<file path="src/rtl/cla_pipe_adder_pkg.sv">
// Shared adder definitions: default geometry, the result record used by the
// signed-product stage, and the 4-bit carry-lookahead cell.
package cla_pipe_adder_pkg;

    localparam int ADD_WIDTH  = 32;
    localparam int ADD_STAGES = 4;
    localparam int ADD_SLICE  = ADD_WIDTH / ADD_STAGES;

    typedef struct packed {
        logic [ADD_WIDTH-1:0] sum;
        logic                 cout;
        logic                 ovf;
    } add_result_t;

    // Returns {carry_out, sum[3:0]}; every carry is a flat generate/propagate term.
    function automatic logic [4:0] cla4(input logic [3:0] a, input logic [3:0] b,
                                        input logic c0);
        logic [3:0] g;
        logic [3:0] p;
        logic [4:0] c;
        g    = a & b;
        p    = a ^ b;
        c[0] = c0;
        c[1] = g[0] | (p[0] & c0);
        c[2] = g[1] | (p[1] & g[0]) | (p[1] & p[0] & c0);
        c[3] = g[2] | (p[2] & g[1]) | (p[2] & p[1] & g[0]) | (p[2] & p[1] & p[0] & c0);
        c[4] = g[3] | (p[3] & g[2]) | (p[3] & p[2] & g[1]) | (p[3] & p[2] & p[1] & g[0])
             | (p[3] & p[2] & p[1] & p[0] & c0);
        return {c[4], p ^ c[3:0]};
    endfunction

endpackage

</file>
<file path="src/rtl/cla_pipe_adder_slice.sv">
// Combinational SLICE-bit adder: a chain of 4-bit carry-lookahead cells.
module cla_slice
    import cla_pipe_adder_pkg::*;
#(
    parameter int SLICE = ADD_SLICE
) (
    input  logic [SLICE-1:0] a,
    input  logic [SLICE-1:0] b,
    input  logic             cin,
    output logic [SLICE-1:0] sum,
    output logic             cout
);

    localparam int CELLS = SLICE / 4;

    logic [CELLS:0] c;

    assign c[0] = cin;

    for (genvar i = 0; i < CELLS; i++) begin : g_cell
        logic [4:0] r;
        assign r            = cla4(a[4*i +: 4], b[4*i +: 4], c[i]);
        assign sum[4*i +: 4] = r[3:0];
        assign c[i+1]       = r[4];
    end

    assign cout = c[CELLS];

endmodule

</file>
<file path="src/rtl/cla_pipe_adder.sv">
// Pipelined carry-lookahead adder with valid/ready backpressure. Rank 0
// registers the operands; rank k+1 holds the result of slice k.
module cla_pipe_adder
    import cla_pipe_adder_pkg::*;
#(
    parameter int WIDTH  = ADD_WIDTH,
    parameter int STAGES = ADD_STAGES
) (
    input  logic             clk,
    input  logic             rst_n,
    input  logic             in_valid,
    output logic             in_ready,
    input  logic [WIDTH-1:0] a,
    input  logic [WIDTH-1:0] b,
    input  logic             cin,
    output logic             out_valid,
    input  logic             out_ready,
    output logic [WIDTH-1:0] sum,
    output logic             cout,
    output logic             ovf
);

    localparam int SLICE = WIDTH / STAGES;

    function automatic logic ovf_of(input logic a_msb, input logic b_msb,
                                    input logic s_msb, input logic c_out);
        // a^b^s at the MSB recovers the carry into the MSB.
        return a_msb ^ b_msb ^ s_msb ^ c_out;
    endfunction

    logic             vld_p [0:STAGES];
    logic             cry_p [0:STAGES];
    logic [WIDTH-1:0] opa_p [0:STAGES-1];
    logic [WIDTH-1:0] opb_p [0:STAGES-1];
    logic [WIDTH-1:0] sum_p [1:STAGES];
    logic             ovf_p;

    logic [SLICE-1:0] st_sum  [0:STAGES-1];
    logic             st_cout [0:STAGES-1];
    logic [WIDTH-1:0] st_acc  [0:STAGES-1];

    logic stall;

    assign stall    = vld_p[STAGES] && !out_ready;
    assign in_ready = !stall;

    for (genvar k = 0; k < STAGES; k++) begin : g_stage
        cla_slice #(.SLICE(SLICE)) u_slice (
            .a    (opa_p[k][k*SLICE +: SLICE]),
            .b    (opb_p[k][k*SLICE +: SLICE]),
            .cin  (cry_p[k]),
            .sum  (st_sum[k]),
            .cout (st_cout[k])
        );
        // Bits above the finished slices are always zero, so OR merges the new slice in.
        if (k == 0) begin : g_first
            assign st_acc[k] = WIDTH'(st_sum[k]);
        end else begin : g_next
            assign st_acc[k] = sum_p[k] | (WIDTH'(st_sum[k]) << (k*SLICE));
        end
    end

    always_ff @(posedge clk or negedge rst_n) begin
        if (!rst_n) begin
            for (int k = 0; k <= STAGES; k++) begin
                vld_p[k] <= 1'b0;
                cry_p[k] <= 1'b0;
            end
            for (int k = 0; k < STAGES; k++) begin
                opa_p[k]   <= '0;
                opb_p[k]   <= '0;
                sum_p[k+1] <= '0;
            end
            ovf_p <= 1'b0;
        end else if (!stall) begin
            // rank 0: operand capture
            vld_p[0] <= in_valid;
            cry_p[0] <= cin;
            opa_p[0] <= a;
            opb_p[0] <= b;
            // ranks 1..STAGES: slice results plus de-skewed lower sum bits
            for (int k = 0; k < STAGES; k++) begin
                vld_p[k+1] <= vld_p[k];
                cry_p[k+1] <= st_cout[k];
                sum_p[k+1] <= st_acc[k];
            end
            for (int k = 0; k < STAGES-1; k++) begin
                opa_p[k+1] <= opa_p[k];
                opb_p[k+1] <= opb_p[k];
            end
            ovf_p <= ovf_of(opa_p[STAGES-1][WIDTH-1], opb_p[STAGES-1][WIDTH-1],
                            st_acc[STAGES-1][WIDTH-1], st_cout[STAGES-1]);
        end
    end

    assign out_valid = vld_p[STAGES];
    assign sum       = sum_p[STAGES];
    assign cout      = cry_p[STAGES];
    assign ovf       = ovf_p;

endmodule

</file>
<file path="config.mk">
export PLATFORM = sky130hd
export DESIGN_NAME = cla_pipe_adder
export DESIGN_NICKNAME = d
export VERILOG_FILES = /design/src/rtl/cla_pipe_adder_pkg.sv /design/src/rtl/cla_pipe_adder_slice.sv /design/src/rtl/cla_pipe_adder.sv
export SDC_FILE = /design/constraint.sdc
export NUM_CORES = 1
export LEC_CHECK = 0
export CAP_MARGIN = 20
export CELL_PAD_IN_SITES_DETAIL_PLACEMENT = 0
export CELL_PAD_IN_SITES_GLOBAL_PLACEMENT = 1
export CORE_MARGIN = 8
export CORE_UTILIZATION = 37
export DETAILED_ROUTE_END_ITERATION = 6
export PLACE_DENSITY_LB_ADDON = 0.1
export SLEW_MARGIN = 20
export SYNTH_ARGS = -nofsm -noshare
export SYNTH_HDL_FRONTEND = slang
export SYNTH_HIERARCHICAL = 1
export SYNTH_SLANG_ARGS = --single-unit
export TNS_END_PERCENT = 5
</file>
<file path="constraint.sdc">
create_clock -name clk -period 3.2 [get_ports clk]
set_input_delay 0.64 -clock clk [delete_from_list [all_inputs] [get_ports clk]]
set_output_delay 0.64 -clock clk [all_outputs]
set_load 0.02 [all_outputs]
</file>
Fig. 1: run 1, placed cells, one colour a class
Bar = 50 um. Fill, decap, tap and diode cells in grey.
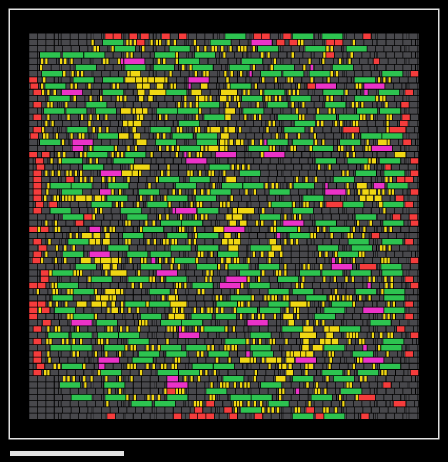
[other buffers and delay cells] red | cells: 111
[combinational and other logic] yellow | cells: 899
[clock drivers and dummy loads] magenta | cells: 52
[flops] green | cells: 251
final non-filler cell area: 12910 um2
register share of the cell area: 48.63%
number of placement rows: 62
standard cell core area: 28700 um2
post-layout util: 45.00%

Fig. 2: run 1, logic cells by family
Bar = 50 um.
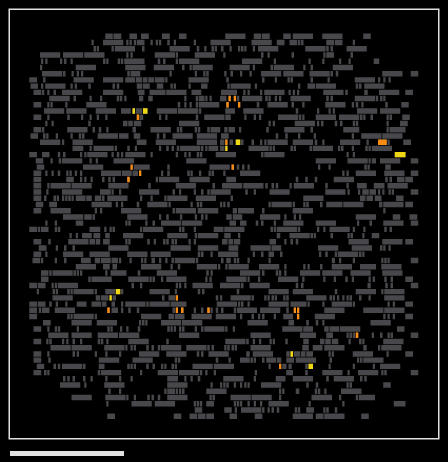
[NOR gates] yellow | cells: 9
[inverters] orange | cells: 21 | most used: inv_1

==> commit_impl_results.txt, run 1 <==
Update PnR metrics after Yosys + OpenROAD run

- Data required time of the worst path: 2560 ps
- Global routing put the most usage on met1.
- Prior to clock tree synthesis, the placed netlist has a worst setup slack of a little under 600 ps.
- In the Yosys report the total cell count is 1205.
- STA lists the maximum fanout along the critical path as 10.
* Final period utilization: 81.38%
- Yosys mapped a number of flops with a built-in enable equal to 0.
- Destination of the critical timing path: in_ready
* Clk slew on worst S/H paths: 60 ps
- Clock tree buffer depth: 3
* Yosys synthesis warning count: 6
- Non-clock buffering overhead in the final layout: about 9%
- Per the final report, the share of cell area in clock cells is around 6.8%.
- Critical path type: in -> out
- Outcome: finished clean
- The number of antenna diodes in the final layout is 0.
- After detailed routing, the wire length on met1 is 12270 um.
* Number of antenna violations at the first check in global routing: 0
- Data arrival at the endpoint of the critical path: 1960 ps
- Per the layout report, the design carries 21 non-clock inverters.
- Timing-limited maximum frequency: ~380 MHz
* Resized cells post-CTS: 0
Fig. 3: run 1, M4 wires
Bar = 50 um.
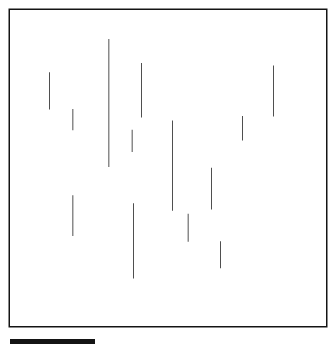
main direction: vertical
nets with wire on the layer: 4
vias after detailed routing: 7422
Total Routed Length: 22270 um

Fig. 4: run 1, routed metal, one colour a layer
Bar = 50 um.
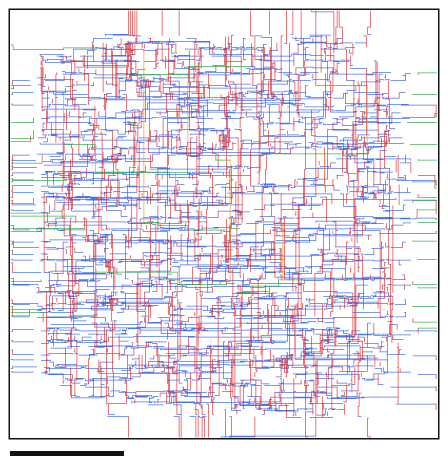
[metal 4] orange | wire length: 376 um
[metal 1] blue | wire length: 12300 um
[metal 3] green | wire length: 1050 um
[metal 2] red | wire length: 8570 um
Total Routing Usage GR: 12.87%
average detailed-routed wire length per instance: 13.12 um

Fig. 5: run 1, placed standard cells
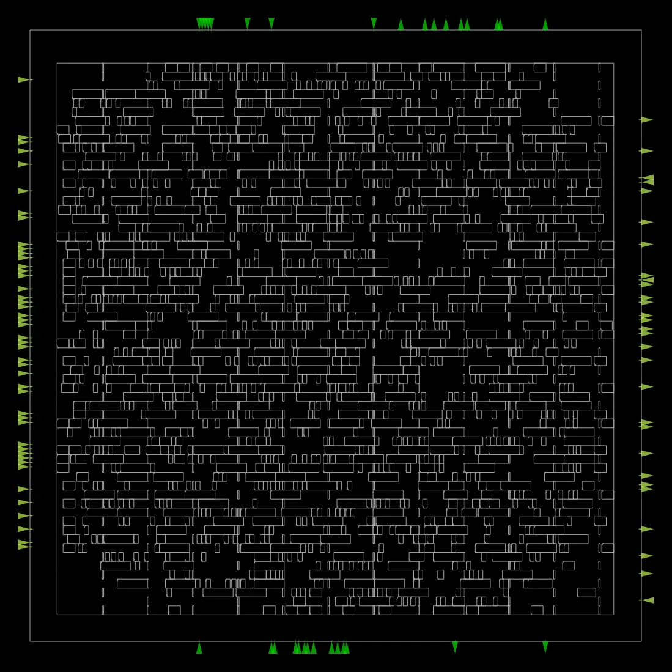

==> run 1 -> run 2 <==
Clock period 3.2 ns to 2.5 ns, I/O delays scaled along.
Fig. 6: run 2, placed standard cells
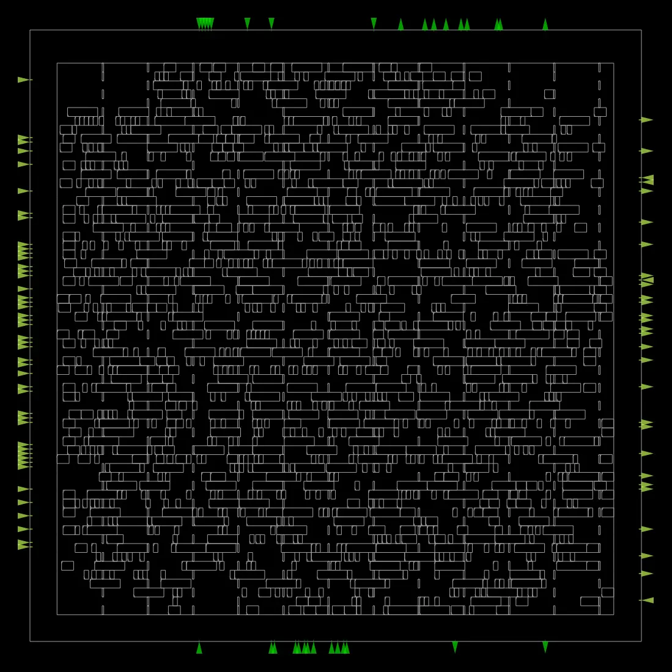
final instance count without filler cells: 1697
Tap Cells: 384
post-layout util: 45.32%
sequential cell count of the final layout: 251
register share of the cell area: 48.29%

==> run 2 against run 1 <==
Combinational power increased by 28%. Via count increased by 0.13%. Global-route usage increased by 0.072 points. Clock skew increased by 7.1 ps. Core utilization increased by 0.32 points. Largest cell class unchanged. Register-to-register slack got worse by 700 ps.
==> commit_impl_results.txt, run 2 <==
Update PnR metrics after Yosys + OpenROAD run

- Average detailed-routed wire length per instance: 12.99 um (-1.0%)
- Invs w/o clock: 21 (unchanged)
* Per-cell via count in the routed design: 4.379
- The most critical setup path has its endpoint at sum[29].
- Maximum single-stage delay on the critical path: 400 ps
* Seq pwr: slightly below 7 mW
- Per report_power, the Clock row totals 3.97 mW.
- The data arrival time of the worst path is 2820 ps (+860 ps).
* Number of cell instances after yosys synthesis: 1205 (unchanged)
- The clock network area share came to 6.887% (+0.11 points).
- Crit-path max FO: 4 (-6)
- Top cells by area in the synthesized netlist: sky130_fd_sc_hd__dfrtp_1, sky130_fd_sc_hd__nand2_1, sky130_fd_sc_hd__ha_1
- The data required time at the worst endpoint was 2920 ps (+360 ps).
* Grt peak-use layer: met1
- Among logic cells in the layout, the one with the most instances is sky130_fd_sc_hd__nand2_1.
- Number of setup violations in the final report: 0
- The quantity of gates resized following cts was 0 (unchanged).
- The clock input transition at the sequential cells of the worst setup and hold paths came to 60 ps (about the same).
- The final critical path takes up a little over nine tenths of the cycle.
- Share of synthesized cell area in and-or and or-and compound cells: 2.778%
* Metal1 wirelength: 12250 um (-0.16%)
* Outcome: finished clean
- The total core area was 28700 um2 (unchanged).
* Number of antenna violations at the first check in global routing: 0 (unchanged)
- Timing-limited maximum frequency: 416.5 MHz
- DP Worst Slack: 71.48 ps (-511.2 ps)
- The global router's overall resource usage came to 12.94% (+0.072 points).
- STA classifies the critical path endpoint as a flop.
* Setup repair after global routing missed its margin: no
- H-tree Lvls: 1
- The count of library flops with an enable pin came to 0 (unchanged).
- Cell kind with the greatest summed area: flip-flops and latches
* Non-clock buffering overhead in the final layout: 9.484% (+0.49 points)
- The count of antenna diodes in the layout came to 0 (unchanged).
* Number of placement rows: 62 (unchanged)
- Switching power as a share of total power: 35.81%
- Clock tree buffer depth: 3 (unchanged)
- The final instance area came to 13010 um2 (+0.72%).
- Yosys synthesis warning count: 6 (unchanged)
Fig. 7: run 2, M4 wires
Bar = 50 um.
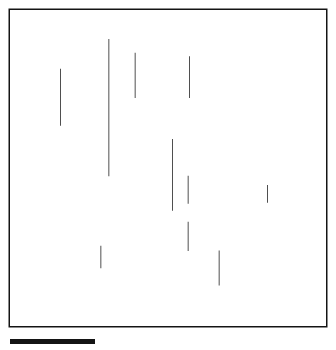
Total Routed Length: 22040 um
vias after detailed routing: 7432

No activity file was given, so power comes from the tool's default toggle rates.
